==> run_1/gate_families.png <==
Drawn at 6 px/µm.
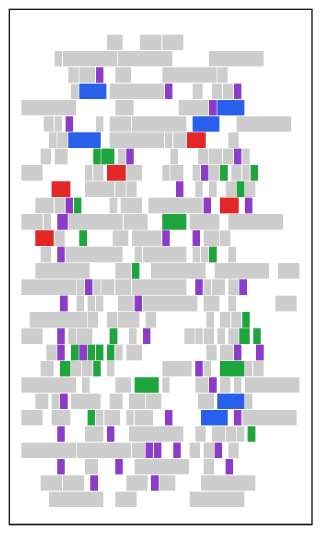
==> run_1/final_placement.png <==
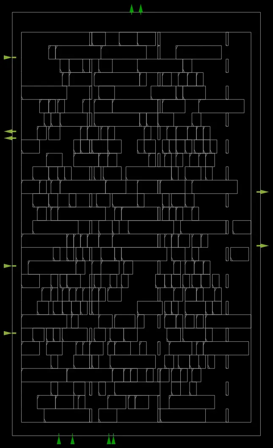
==> run_1/zoom.png <==
Region (10, 28) to (40, 58) µm. Cells in grey, sequential cells in the stronger grey; small squares are vias.
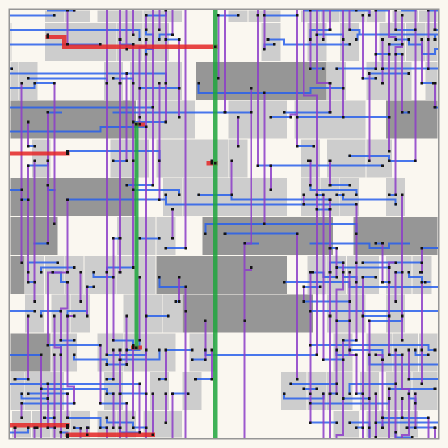
==> config.mk <==
export PLATFORM = sky130hd
export DESIGN_NAME = flap_input_ctrl
export DESIGN_NICKNAME = d
export VERILOG_FILES = /design/src/rtl/flappy_pkg.sv /design/src/rtl/btn_edge_latch.sv /design/src/rtl/flap_input_ctrl.sv
export SDC_FILE = /design/constraint.sdc
export NUM_CORES = 1
export LEC_CHECK = 0
export ABC_AREA = 1
export CAP_MARGIN = 20
export CORE_ASPECT_RATIO = 1.75
export CORE_MARGIN = 1.5
export CORE_UTILIZATION = 44
export CTS_BUF_LIST = sky130_fd_sc_hd__clkbuf_8
export CTS_CLUSTER_SIZE = 12
export DETAILED_ROUTE_END_ITERATION = 10
export HOLD_SLACK_MARGIN = 0.15
export PLACE_DENSITY_LB_ADDON = 0.15
export SYNTH_ARGS = -nofsm -noshare
export SYNTH_HDL_FRONTEND = slang
export SYNTH_HIERARCHICAL = 1
export SYNTH_SLANG_ARGS = --single-unit
export TNS_END_PERCENT = 100
==> constraint.sdc <==
create_clock -name clk -period 1.5 [get_ports clk]
set_input_delay 0.225 -clock clk [delete_from_list [all_inputs] [get_ports clk]]
set_output_delay 0.225 -clock clk [all_outputs]
set_load 0.005 [all_outputs]
==> src/rtl/flappy_pkg.sv <==
// Shared mode encoding and default frame counts for the flappy input path.
package flappy_pkg;

  localparam logic [1:0] MODE_IDLE  = 2'd0;
  localparam logic [1:0] MODE_PLAY  = 2'd1;
  localparam logic [1:0] MODE_PAUSE = 2'd2;
  localparam logic [1:0] MODE_OVER  = 2'd3;

  localparam int unsigned HOLD_FRAMES_DEF    = 20;
  localparam int unsigned REPEAT_FRAMES_DEF  = 8;
  localparam int unsigned LOCKOUT_FRAMES_DEF = 30;
  localparam int unsigned CNT_W_DEF          = 6;

  // Pending button requests as seen on a frame boundary.
  typedef struct packed {
    logic flap;
    logic start;
    logic pause;
  } btn_pend_t;

endpackage

==> src/rtl/btn_edge_latch.sv <==
// Rising-edge detector with a sticky pending flag, cleared on frame boundaries.
module btn_edge_latch (
  input  logic clk,
  input  logic rst,
  input  logic lvl,
  input  logic clr,
  output logic pend_c
);

  logic lvl_q;
  logic pend_q;
  logic rise_c;

  assign rise_c = lvl & ~lvl_q;
  // An edge coinciding with clr is visible to that frame boundary.
  assign pend_c = pend_q | rise_c;

  always_ff @(posedge clk or posedge rst) begin
    if (rst) begin
      lvl_q  <= 1'b0;
      pend_q <= 1'b0;
    end else begin
      lvl_q  <= lvl;
      pend_q <= clr ? 1'b0 : pend_c;
    end
  end

endmodule

==> src/rtl/flap_input_ctrl.sv <==
// Game-mode FSM turning debounced buttons into frame-aligned start/flap/reset commands.
module flap_input_ctrl
  import flappy_pkg::*;
#(
  parameter int unsigned HOLD_FRAMES    = HOLD_FRAMES_DEF,
  parameter int unsigned REPEAT_FRAMES  = REPEAT_FRAMES_DEF,
  parameter int unsigned LOCKOUT_FRAMES = LOCKOUT_FRAMES_DEF,
  parameter int unsigned CNT_W          = CNT_W_DEF
) (
  input  logic       clk,
  input  logic       rst,
  input  logic       frame_tick,
  input  logic       flap_lvl,
  input  logic       start_lvl,
  input  logic       pause_lvl,
  input  logic       game_over,
  output logic       cmd_start,
  output logic       cmd_flap,
  output logic       cmd_reset,
  output logic       paused,
  output logic [1:0] mode
);

  localparam logic [CNT_W-1:0] HOLD_C = CNT_W'(HOLD_FRAMES);
  localparam logic [CNT_W-1:0] REP_C  = CNT_W'(REPEAT_FRAMES);
  localparam logic [CNT_W-1:0] LOCK_C = CNT_W'(LOCKOUT_FRAMES);

  btn_pend_t        pend_c;
  logic [1:0]       mode_nxt;
  logic             start_nxt;
  logic             flap_nxt;
  logic             reset_nxt;
  logic [CNT_W-1:0] lock_cnt;
  logic [CNT_W-1:0] lock_nxt;
  logic [CNT_W-1:0] hold_cnt;
  logic [CNT_W-1:0] rep_cnt;
  logic             rep_due_c;

  btn_edge_latch u_flap  (.clk(clk), .rst(rst), .lvl(flap_lvl),  .clr(frame_tick), .pend_c(pend_c.flap));
  btn_edge_latch u_start (.clk(clk), .rst(rst), .lvl(start_lvl), .clr(frame_tick), .pend_c(pend_c.start));
  btn_edge_latch u_pause (.clk(clk), .rst(rst), .lvl(pause_lvl), .clr(frame_tick), .pend_c(pend_c.pause));

  // First repeat at HOLD_FRAMES, then every REPEAT_FRAMES while still held.
  assign rep_due_c = (hold_cnt == HOLD_C) | ((hold_cnt > HOLD_C) & (rep_cnt == REP_C));

  always_ff @(posedge clk or posedge rst) begin
    if (rst) begin
      hold_cnt <= '0;
      rep_cnt  <= '0;
    end else if (!flap_lvl || mode != MODE_PLAY) begin
      hold_cnt <= '0;
      rep_cnt  <= '0;
    end else if (frame_tick) begin
      if (hold_cnt != '1) hold_cnt <= hold_cnt + 1'b1;
      if (rep_due_c)               rep_cnt <= CNT_W'(1);
      else if (hold_cnt > HOLD_C)  rep_cnt <= rep_cnt + 1'b1;
    end
  end

  always_ff @(posedge clk or posedge rst) begin
    if (rst) begin
      mode      <= MODE_IDLE;
      cmd_start <= 1'b0;
      cmd_flap  <= 1'b0;
      cmd_reset <= 1'b0;
      paused    <= 1'b0;
      lock_cnt  <= '0;
    end else begin
      mode      <= mode_nxt;
      cmd_start <= start_nxt;
      cmd_flap  <= flap_nxt;
      cmd_reset <= reset_nxt;
      paused    <= (mode_nxt == MODE_PAUSE);
      lock_cnt  <= lock_nxt;
    end
  end

  always_comb begin
    mode_nxt  = mode;
    start_nxt = 1'b0;
    flap_nxt  = 1'b0;
    reset_nxt = 1'b0;
    lock_nxt  = lock_cnt;
    if (frame_tick) begin
      case (mode)
        MODE_IDLE: begin
          if (pend_c.start || pend_c.flap) begin
            mode_nxt  = MODE_PLAY;
            start_nxt = 1'b1;
          end
        end
        MODE_PLAY: begin
          if (game_over) begin
            mode_nxt = MODE_OVER;
            lock_nxt = LOCK_C;
          end else if (pend_c.pause) begin
            mode_nxt = MODE_PAUSE;
          end else if (pend_c.flap || rep_due_c) begin
            flap_nxt = 1'b1;
          end
        end
        MODE_PAUSE: begin
          if (pend_c.pause || pend_c.start) mode_nxt = MODE_PLAY;
        end
        MODE_OVER: begin
          if (lock_cnt != '0) begin
            lock_nxt = lock_cnt - 1'b1;
          end else if (pend_c.start || pend_c.flap) begin
            mode_nxt  = MODE_IDLE;
            reset_nxt = 1'b1;
          end
        end
        default: mode_nxt = MODE_IDLE;
      endcase
    end
  end

endmodule
==> notes.md, run 1 <==
The run has ended; figures from its reports follow.

Global routing used 33.3% of the available met2 tracks. The level count of the clock H-tree is 2. The clock network area share came out at 4.29%. The synthesized design contains 0 enable-type register cells.

The shortest clock period the worst path allows after layout is 1.43 ns. The report lists the number of cells resized after CTS as 2. The maximum root-to-sink buffer count came out at 2. After the last flow step, the layout net total stands at 268. The horizontal die dimension reported for this design is 50.2 µm.

Looking at the area split, the leading class of cells is logic gates. Per the synthesis report, the AND-OR/OR-AND share of the synthesized area is 9.26%. In the synthesized netlist the dominant register cell turns out to be sky130_fd_sc_hd__dfrtp_1. The global routing report lists met3 layer usage as 3.83%.

For this run, the number of standard cells in the final layout without fillers is 302. The wire length after detailed routing came out at 3520 µm. The largest family of logic cells by area is simple AND/OR/NAND/NOR gates.

The area after detailed placement came out at 2000 µm². The critical path arrival is 1.21 ns. Once detail routing completed, the nets flagged for antenna violations numbered 0. The final power report lists total power as 2850 µW. The average instance in the mapped netlist occupies 7.80 µm². Looking at the post-CTS report, the setup buffer insertion count equals 0. The number of violations reported at the end of detailed-routing iteration 0 is 26.

The worst slack on hold paths is 0.184 ns. The count of antenna diodes in the layout came out at 0. The clock network power came out at 665 µW.

For this run, global-route usage on met1 was measured as 21.0%. The routed length per instance came out at 11.7 µm. The power report attributes to the sequential group a share of 36.4%.

The number of multi-input combinational cells is 144. The ratio of cells with drive above 1 in the final layout is 21.5%. The clock-pin slew of the registers on the worst-case setup and hold paths came out at 0.06 ns. The clock latency on the worst-skew pair came out at 0.28 ns. The delay of the slowest cell on the worst path came out at 0.52 ns. The internal power came out at 1830 µW.

The STA report counts the stages on the worst setup path as 1. The global routing report lists combined usage of all routing layers as 19.0%. Buffers placed on the I/O ports in this run total 12. The count of state elements after synthesis came out at 30. The number of nets in the synthesized netlist is 233. In the final layout, the registers with the most flip-flops are hold_cnt: 6 flops, lock_cnt: 6 flops, rep_cnt: 6 flops. The final count of negative-setup-slack endpoints came out at 0. The start-to-end type of the worst setup path is flop to primary output. In the final layout, the fill cell count is 362. The final timing report lists a hold violation count of 0. According to the timing report, the critical path is launched from mode[1].

The run finished with clean final reports. OpenROAD reports that the post-layout worst path occupies 95.4% of the period. The post-route clock skew is 0.00623 ns.

The number of clock buffers in the layout is 6. The die height came out at 85.6 µm. The reported leakage power came out at 0.00107 µW. The detailed-placement wirelength estimate is 2640 µm. Max fanout on the critical path was recorded as 6. The count of buffering cells on the critical path with inverters included came out at 1. The library cells used most frequently in the layout, excluding fill and tap cells, are sky130_fd_sc_hd__nand2_1 (44), sky130_fd_sc_hd__inv_1 (39), sky130_fd_sc_hd__dfrtp_1 (28).

The detailed-route vias per instance came out at 4.90. The aggregate global routing overflow came out at 0. Multi-input gates account for 37.0% of the area. The max-cap check violation count is 0. TritonCTS built the clock tree.

The area taken by multi-input combinational cells is reported as 787 µm². Summed over all instances, the cell type with the most area after synthesis is sky130_fd_sc_hd__dfrtp_1. The largest net degree at the start of global routing came out at 25. The I/O pin total came out at 13. The transition time at the pin with the least slew margin is 0.311 ns. The layout buffering overhead excluding clock cells is 12.9%. The achievable clock frequency is 699 MHz. Per report_power, the Combinational row totals 1150 µW. The die covers 4300 µm². The worst setup path is captured at a primary output. For the worst reg-to-reg path, the startpoint reported by OpenROAD is lock_cnt[0]. The core area is 3660 µm². The share of total power dissipated in the clock network is 23.3%. The pre-CTS setup slack came out at -0.129 ns. The met1 routed wirelength after detailed routing came out at 1440 µm. The highest ir drop seen on vdd is 989 µV. Headroom to the max-slew limit came out at 79.3%.

The switching power is 1020 µW. The wire length of the first global-routing pass is 6200 µm. The cts-stage hold buffer count is 0. Clock tree synthesis selected as its root buffer the cell sky130_fd_sc_hd__clkbuf_8. The routability congestion estimate from global placement came out at 0.824. For reference, the top cells by count after synthesis are sky130_fd_sc_hd__nand2_1 (45), sky130_fd_sc_hd__inv_1 (39), sky130_fd_sc_hd__dfrtp_1 (30), sky130_fd_sc_hd__nand3_1 (20), sky130_fd_sc_hd__nor2_1 (19). The most used routing layer in global routing is met2. The most common cell in the synthesized netlist is sky130_fd_sc_hd__nand2_1.

The initial antenna violation count came to 0. For the final routed database, the setup TNS stands at 0 ns. The cell count after synthesis came out at 220. Summing over every cut layer, the via total after detailed routing is 1479. The number of signal-net inverters in the final layout came out at 43. In the detailed route, the total length drawn on met3 is 77 µm. The highest metal layer carrying signal wires in the routed design is met4. The path class of the tightest hold or removal check is input port to asynchronous set/reset pin. The residual DRC count came out at 0. The adder-cell area share of the yosys netlist came out at 4.37%.

For the worst setup path, the data required time is 1.27 ns. The proportion of synthesized area in mux cells came out at 0%. The synthesis area per yosys is 1720 µm². For this design the ratio of total power to cell area is 1340 nW/µm². Compared with the post-synthesis result, the final layout area differs by 23.9%.

Following the worst setup path forward leads to its endpoint at mode[1]. The non-clock buffer instance count of the final layout is 31. The detailed router reports a met2 wire length of 1920 µm.

The number of placed cells counting well taps is 292. The final timing report gives a worst setup slack of 0.0696 ns. The top contributor to total power is combinational logic. The number of detailed-route iterations in the first pass came out at 6. The sequential cell area came out at 753 µm². The count of synthesis-stage warnings from yosys came out at 6. The sequential power is 1040 µW. The critical path's slowest stage uses the library cell sky130_fd_sc_hd__clkdlybuf4s50_1. The count of inserted tapcells is 46.

The number of distinct library cells after synthesis is 21. Summing the areas of all and, or, nand and nor instances in the mapped netlist gives 28.6% of the synthesized area. The final number of max-transition violations came out at 0.

The sequential element share of the synthesized area is 43.7%. The number of cells traversed by the worst register-to-register path is 11. The fraction of the core area occupied by cells at floorplan is 46.8%. The number of clock sinks came out at 30. The CTS report gives the tree buffer count as 5.

STA lists the endpoint of the worst register-to-register path as paused. For reference, XOR and XNOR gates occupy 2.55% of the area reported after synthesis. The utilization of the core after routing is 58.0%.

The combined area of all synthesized cells came out at 1720 µm². The number of global-route vias before repair came to 1464.
## Picture notes: gate_families.png
Key: inverters = purple [cells 43, most used inv_1]; adder and majority cells = blue [cells 6, most used ha_1]; XOR/XNOR gates = red [cells 5, most used xor2_1]; NOR gates = green [cells 24, most used nor2_1]

## Picture notes: final_placement.png
count of flip-flops and latches: 30
register fraction of the total cell area: 35.4%
row count: 29

## Picture notes: zoom.png
Key: met3 = red; met1 = blue; met4 = green; met2 = purple
85 logic cells have their middle in the window. Netlist names of flops here include hold_cnt (2). Sequential cells in the window: 7. Most frequent: nand2_1 (20), nor2_1 (11), inv_1 (10).

==> run 1 -> run 2 <==
--- a/config.mk
+++ b/config.mk
@@ -11,9 +11,11 @@
 export CORE_MARGIN = 1.5
 export CORE_UTILIZATION = 44
 export CTS_BUF_LIST = sky130_fd_sc_hd__clkbuf_8
+export CTS_CLUSTER_DIAMETER = 80
 export CTS_CLUSTER_SIZE = 12
 export DETAILED_ROUTE_END_ITERATION = 10
 export HOLD_SLACK_MARGIN = 0.15
+export MAX_ROUTING_LAYER = met4
 export PLACE_DENSITY_LB_ADDON = 0.15
 export SYNTH_ARGS = -nofsm -noshare
 export SYNTH_HDL_FRONTEND = slang
==> constraint.sdc (replaced) <==
create_clock -name clk -period 1.25 [get_ports clk]
set_input_delay 0.1875 -clock clk [delete_from_list [all_inputs] [get_ports clk]]
set_output_delay 0.1875 -clock clk [all_outputs]
set_load 0.005 [all_outputs]
==> notes.md, run 2 <==
The run has ended; figures from its reports follow.

The wire length of the first global-routing pass is 7200 µm (+16%). The number of distinct library cells after synthesis came out at 21 (unchanged). The count of synthesis-stage warnings from yosys is 6 (unchanged). The worst path uses 109% of the clock period. Per the cell usage report, the commonest logic cells after layout are sky130_fd_sc_hd__buf_4 (44), sky130_fd_sc_hd__inv_1 (33), sky130_fd_sc_hd__nand2_1 (30). The number of clock sinks came out at 30 (unchanged). The reported leakage power came out at 0.00133 µW (+24%).

The max-cap check violation count is 0 (unchanged). The synthesis-to-finish area growth came out at 55.3%. The met3 track demand over resource came out at 4.18% (+0.35 points). The number of cells traversed by the worst register-to-register path came out at 8 (-3).

The flop share of the area is 28.3% (-7.1 points). The overall chip area is 4300 µm² (unchanged). The proportion of synthesized area in mux cells is 0% (unchanged).

The adder-cell area share of the yosys netlist came out at 4.37% (unchanged). The final instance count without filler cells came out at 335 (+11%). The number of clock buffers in the layout came out at 5 (-1). In the final design, more cell area goes to logic gates than to any other class. The number of detailed-route iterations in the first pass came out at 4 (-2). The combined area of all synthesized cells is 1720 µm² (unchanged). The clock network fraction of total power came to 23.1% (-0.2 points). The final number of max-transition violations is 0 (unchanged). The startpoint of the worst-slack reg-to-reg timing path is hold_cnt[0]. Sorting the synthesis cell report by count puts at the top sky130_fd_sc_hd__nand2_1. The number of resized instances in the post-cts repair step is 39 (+37). The net total in the final layout is 301 (+12%). The area after detailed placement came to 2180 µm² (+9.1%). The wire length after detailed routing came out at 4790 µm (+36%). The highest ir drop seen on vdd is 1660 µV (+68%). The largest registers in the layout are hold_cnt: 6 flops, lock_cnt: 6 flops, rep_cnt: 6 flops. The final count of negative-setup-slack endpoints came out at 12 (+12).

The total number of vias is 1686 (+14%). The number of signal-net inverters in the final layout is 43 (unchanged). TritonCTS built the clock tree.

The number of violations reported at the end of detailed-routing iteration 0 came out at 27 (+3.8%). The fraction of the core area occupied by cells at floorplan came out at 46.8% (unchanged). The aggregate global routing overflow was 0 (unchanged). The transition time at the pin with the least slew margin came out at 0.260 ns (-0.0514 ns). The share of total power in sequential cells came out at 29.2% (-7.2 points). Yosys reports that the most numerous cell types are sky130_fd_sc_hd__nand2_1 (45), sky130_fd_sc_hd__inv_1 (39), sky130_fd_sc_hd__dfrtp_1 (30), sky130_fd_sc_hd__nand3_1 (20), sky130_fd_sc_hd__nor2_1 (19). The routed length per instance came to 14.3 µm (+23%). The total power after layout is 4200 µW (+47%). The class of the worst hold path is input port to flop. The switching power is 1520 µW (+49%). The number of buffers added for setup after CTS is 7 (+7).

The die extent in x came out at 50.2 µm (unchanged). The worst endpoint required time came out at 1.45 ns (+0.18 ns). The number of clock buffers inserted by TritonCTS came out at 5 (unchanged).

The flow ran to the end, but the final reports show violations. The area used by multi-input combinational logic is 1050 µm² (+33%). The XOR/XNOR share of the synthesized area came out at 2.55% (unchanged). The shortest clock period the worst path allows after layout came out at 1.37 ns. The cell accounting for the most synthesized area is sky130_fd_sc_hd__dfrtp_1. The clock network area share is 4.08% (-0.21 points).

In this run the critical register-to-register path is captured at rep_cnt[5]. The number of nets in the synthesized netlist is 233 (unchanged). The delay of the slowest cell on the worst path came to 0.42 ns (-0.10 ns).

The final reports fail on setup timing. The count of library flops with an enable pin is 0 (unchanged). The maximum root-to-sink buffer count came out at 2 (unchanged). The post-route clock skew came out at 0.00578 ns (-0.000450 ns). The cell row count came out at 29 (unchanged). The power density over cell area came out at 1580 nW/µm² (+17%).

The clock latency on the worst-skew pair was 0.28 ns (about the same). Among the non-sequential cells, simple AND/OR/NAND/NOR gates take the most area. The count of buffering cells on the critical path with inverters included came out at 2 (+1). The minimum setup slack in the final design came to -0.117 ns (-0.187 ns). The aggregate negative setup slack came to -0.385 ns (-0.385 ns). The count of antenna diodes in the layout was 0 (unchanged). The number of endpoints with negative hold slack in the final report is 0 (unchanged). The multi-input gate share of the layout cell area came to 39.3% (+2.3 points). The number of flip-flops and latches came out at 30 (unchanged). The overall global routing resource usage is 23.0% (+4.0 points).

The fraction of met1 tracks used by global routing was 21.6% (+0.62 points). The initial antenna violation count came out at 0 (unchanged). The start-to-end type of the worst setup path is flop to flop. The post-route antenna net violation count is 0 (unchanged). The max-slew headroom at the worst pin is 82.6% (+3.4 points). The critical path arrival came out at 1.57 ns (+0.36 ns). The pre-CTS setup slack is -0.347 ns (-0.217 ns). The worst slack on hold paths came out at 0.187 ns (+0.00374 ns). The synthesized area per cell came out at 7.80 µm² (unchanged). The top contributor to total power is combinational logic. The sequential element share of the synthesized area came out at 43.7% (unchanged).

The cts-stage hold buffer count was 1 (+1). The detailed-placement wirelength estimate is 3070 µm (+16%). The maximum net fanout on the critical path came out at 4 (-2).
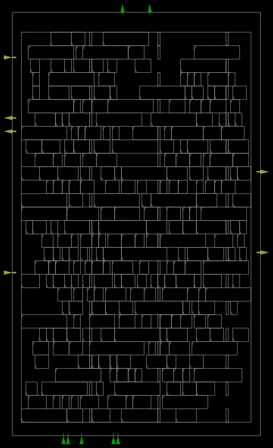
(run_2/final_placement.png)
placeable core region: 3660 µm²
share of the core filled with cells: 72.8%
number of inserted filler cells in the final layout: 306
n_taps: 46

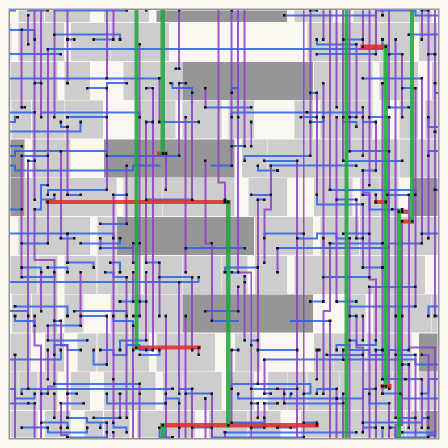
(run_2/zoom.png)
Region (10, 28) to (40, 58) µm. Cells in grey, sequential cells in the stronger grey; small squares are vias.
Key: met3 = red; met2 = purple; met1 = blue; met4 = green
Netlist names of flops here include hold_cnt (2). Most frequent: buf_4 (20), nand2_1 (11), inv_1 (8). 92 logic cells have their middle in the window. Sequential cells in the window: 4.

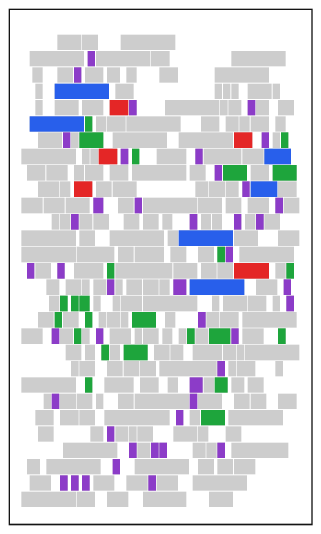
(run_2/gate_families.png)
Drawn at 6 px/µm.
Key: XOR/XNOR gates = red [cells 5, most used xor2_1]; adder and majority cells = blue [cells 6, most used ha_4]; NOR gates = green [cells 24, most used nor2_1]; inverters = purple [cells 43, most used inv_1, where all over the die]

==> run 2 -> run 3 <==
--- a/config.mk
+++ b/config.mk
@@ -12,7 +12,7 @@
 export CORE_UTILIZATION = 44
 export CTS_BUF_LIST = sky130_fd_sc_hd__clkbuf_8
 export CTS_CLUSTER_DIAMETER = 80
-export CTS_CLUSTER_SIZE = 12
+export CTS_CLUSTER_SIZE = 10
 export DETAILED_ROUTE_END_ITERATION = 10
 export HOLD_SLACK_MARGIN = 0.15
 export MAX_ROUTING_LAYER = met4
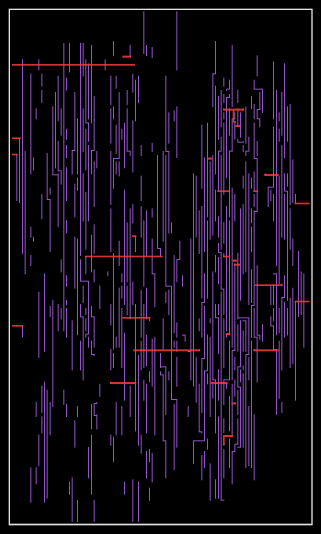
(run_3/metal_stack.png)
Drawn at 6 px/µm. Only two layers are drawn.
Key: met3 = red [wire length 86.7 µm]; met2 = purple [wire length 2740 µm]

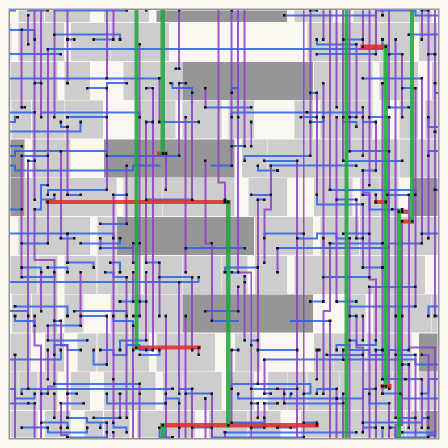
(run_3/zoom.png)
Region (10, 28) to (40, 58) µm. Cells in grey, sequential cells in the stronger grey; small squares are vias.
Key: met2 = purple; met4 = green; met3 = red; met1 = blue
Netlist names of flops here include hold_cnt (2). 92 logic cells have their middle in the window. Sequential cells in the window: 4. Most frequent: buf_4 (20), nand2_1 (11), inv_1 (8).

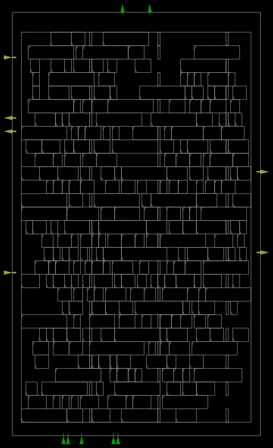
(run_3/final_placement.png)
register fraction of the total cell area: 28.3%
non-filler instance count after layout: 335

==> notes.md, run 3 <==
The run has ended; figures from its reports follow.

The run finished, with violations left. The final reports fail on setup timing. The number of clock buffers in the layout came out at 5 (unchanged). The worst slack on hold paths came out at 0.187 ns (unchanged). The cell depth of the worst min-delay path came out at 1. The number of global-route vias before repair came to 1682. The number of endpoints with negative hold slack in the final report is 0 (unchanged). The number of detailed-route iterations in the first pass is 4 (unchanged). The clock network area share came to 4.08% (unchanged). Sorting the synthesized cells by how often they occur yields sky130_fd_sc_hd__nand2_1 (45), sky130_fd_sc_hd__inv_1 (39), sky130_fd_sc_hd__dfrtp_1 (30), sky130_fd_sc_hd__nand3_1 (20), sky130_fd_sc_hd__nor2_1 (19). The clock network fraction of total power was 23.1% (about the same).

The final count of negative-setup-slack endpoints came out at 12 (unchanged). The highest signal layer in the routed design is met4. The number of clock buffers inserted by TritonCTS is 5 (unchanged). The largest registers in the layout are hold_cnt: 6 flops, lock_cnt: 6 flops, rep_cnt: 6 flops. The post-route antenna net violation count came to 0 (unchanged).

The count of antenna diodes in the layout is 0 (unchanged). The biggest slice of the area belongs to logic gates. The number of signal-net inverters in the final layout is 43 (unchanged). In this run the critical register-to-register path is launched from hold_cnt[0]. The number of cells traversed by the worst register-to-register path is 8 (unchanged). The number of fillers in the final layout came to 306 (unchanged).

The routed length per instance is 14.3 µm (unchanged). The minimum setup slack in the final design came out at -0.117 ns (unchanged). The XOR/XNOR share of the synthesized area was 2.55% (unchanged). After technology mapping, the gate count stands at 220. The shortest clock period the worst path allows after layout came to 1.37 ns (unchanged). The highest ir drop seen on vdd was 1660 µV (unchanged).

Once layout is done, the placed cells without fillers occupy 2670 µm². The number of nets in the synthesized netlist came out at 233 (unchanged). The switching power came to 1520 µW (unchanged). The number of buffers added for setup after CTS came out at 7 (unchanged). The number of clock sinks came out at 30 (unchanged). The met3 track demand over resource came out at 4.18% (unchanged). The delay of the slowest cell on the worst path is 0.42 ns (about the same). The core area is 3660 µm² (unchanged). The wire length after detailed routing is 4790 µm (unchanged). The fraction of power spent switching nets came out at 36.1%. The number of distinct library cells after synthesis came out at 21 (unchanged). The stage-log warning count came out at 32.

The worst endpoint required time is 1.45 ns (about the same). For the combinational group, total power comes out at 2000 µW. The reported leakage power came out at 0.00133 µW (unchanged).

The maximum root-to-sink buffer count is 2 (unchanged). The critical path is of the flop to flop type. The proportion of synthesized area in mux cells is 0% (unchanged).

The aggregate negative setup slack is -0.385 ns (unchanged). The destination of the worst register-to-register timing path is rep_cnt[5]. The power density over cell area came out at 1580 nW/µm² (unchanged). The overall global routing resource usage came out at 23.0% (unchanged). The multi-input gate share of the layout cell area was 39.3% (unchanged).

The most critical min-delay path falls under input port to flop. The clock-pin slew of the registers on the worst-case setup and hold paths is 0.07 ns. The wire length of the first global-routing pass is 7200 µm (unchanged). The number of resized instances in the post-cts repair step came out at 39 (unchanged).

The max-slew headroom at the worst pin is 82.6% (unchanged). The net total in the final layout is 301 (unchanged). The fraction of the cycle the final worst path needs came out at 109% (unchanged).

The transition time at the pin with the least slew margin was 0.260 ns (unchanged). The wire length on met2 came out at 2740 µm. The utilization of the core after routing is 72.8% (unchanged).

The critical path arrival was 1.57 ns (about the same). The count of inserted tapcells came out at 46 (unchanged). TritonCTS built the clock tree. The cell row count came out at 29 (unchanged). The count of buffering cells on the critical path with inverters included came out at 2 (unchanged). The overall chip area came out at 4300 µm² (unchanged). Of the combinational cells, the family taking the most area is simple AND/OR/NAND/NOR gates. The final number of max-transition violations is 0 (unchanged). The total number of vias is 1686 (unchanged). The combined area of all synthesized cells is 1720 µm² (unchanged). The clock latency on the worst-skew pair came out at 0.28 ns (about the same). The share of total power in sequential cells is 29.2% (about the same). The detailed-placement wirelength estimate is 3070 µm (unchanged). The aggregate global routing overflow is 0 (unchanged). The adder-cell area share of the yosys netlist came to 4.37% (unchanged).

The max-cap check violation count came out at 0 (unchanged). The pre-CTS setup slack is -0.347 ns (unchanged). The number of violations reported at the end of detailed-routing iteration 0 is 27 (unchanged). The initial antenna violation count is 0 (unchanged).

The synthesized area per cell is 7.80 µm² (unchanged). The area after detailed placement came out at 2180 µm² (unchanged). The post-route clock skew is 0.00578 ns (unchanged). The fraction of met1 tracks used by global routing came out at 21.6% (unchanged). The sequential element share of the synthesized area is 43.7% (unchanged). The area used by multi-input combinational logic is 1050 µm² (unchanged). The synthesis-to-finish area growth came out at 55.3% (unchanged).

The cts-stage hold buffer count is 1 (unchanged). The dominant power group in this design is combinational logic. The number of flip-flops and latches came to 30 (unchanged).
Power figures rest on the tool's default switching activity, not on a simulated workload.
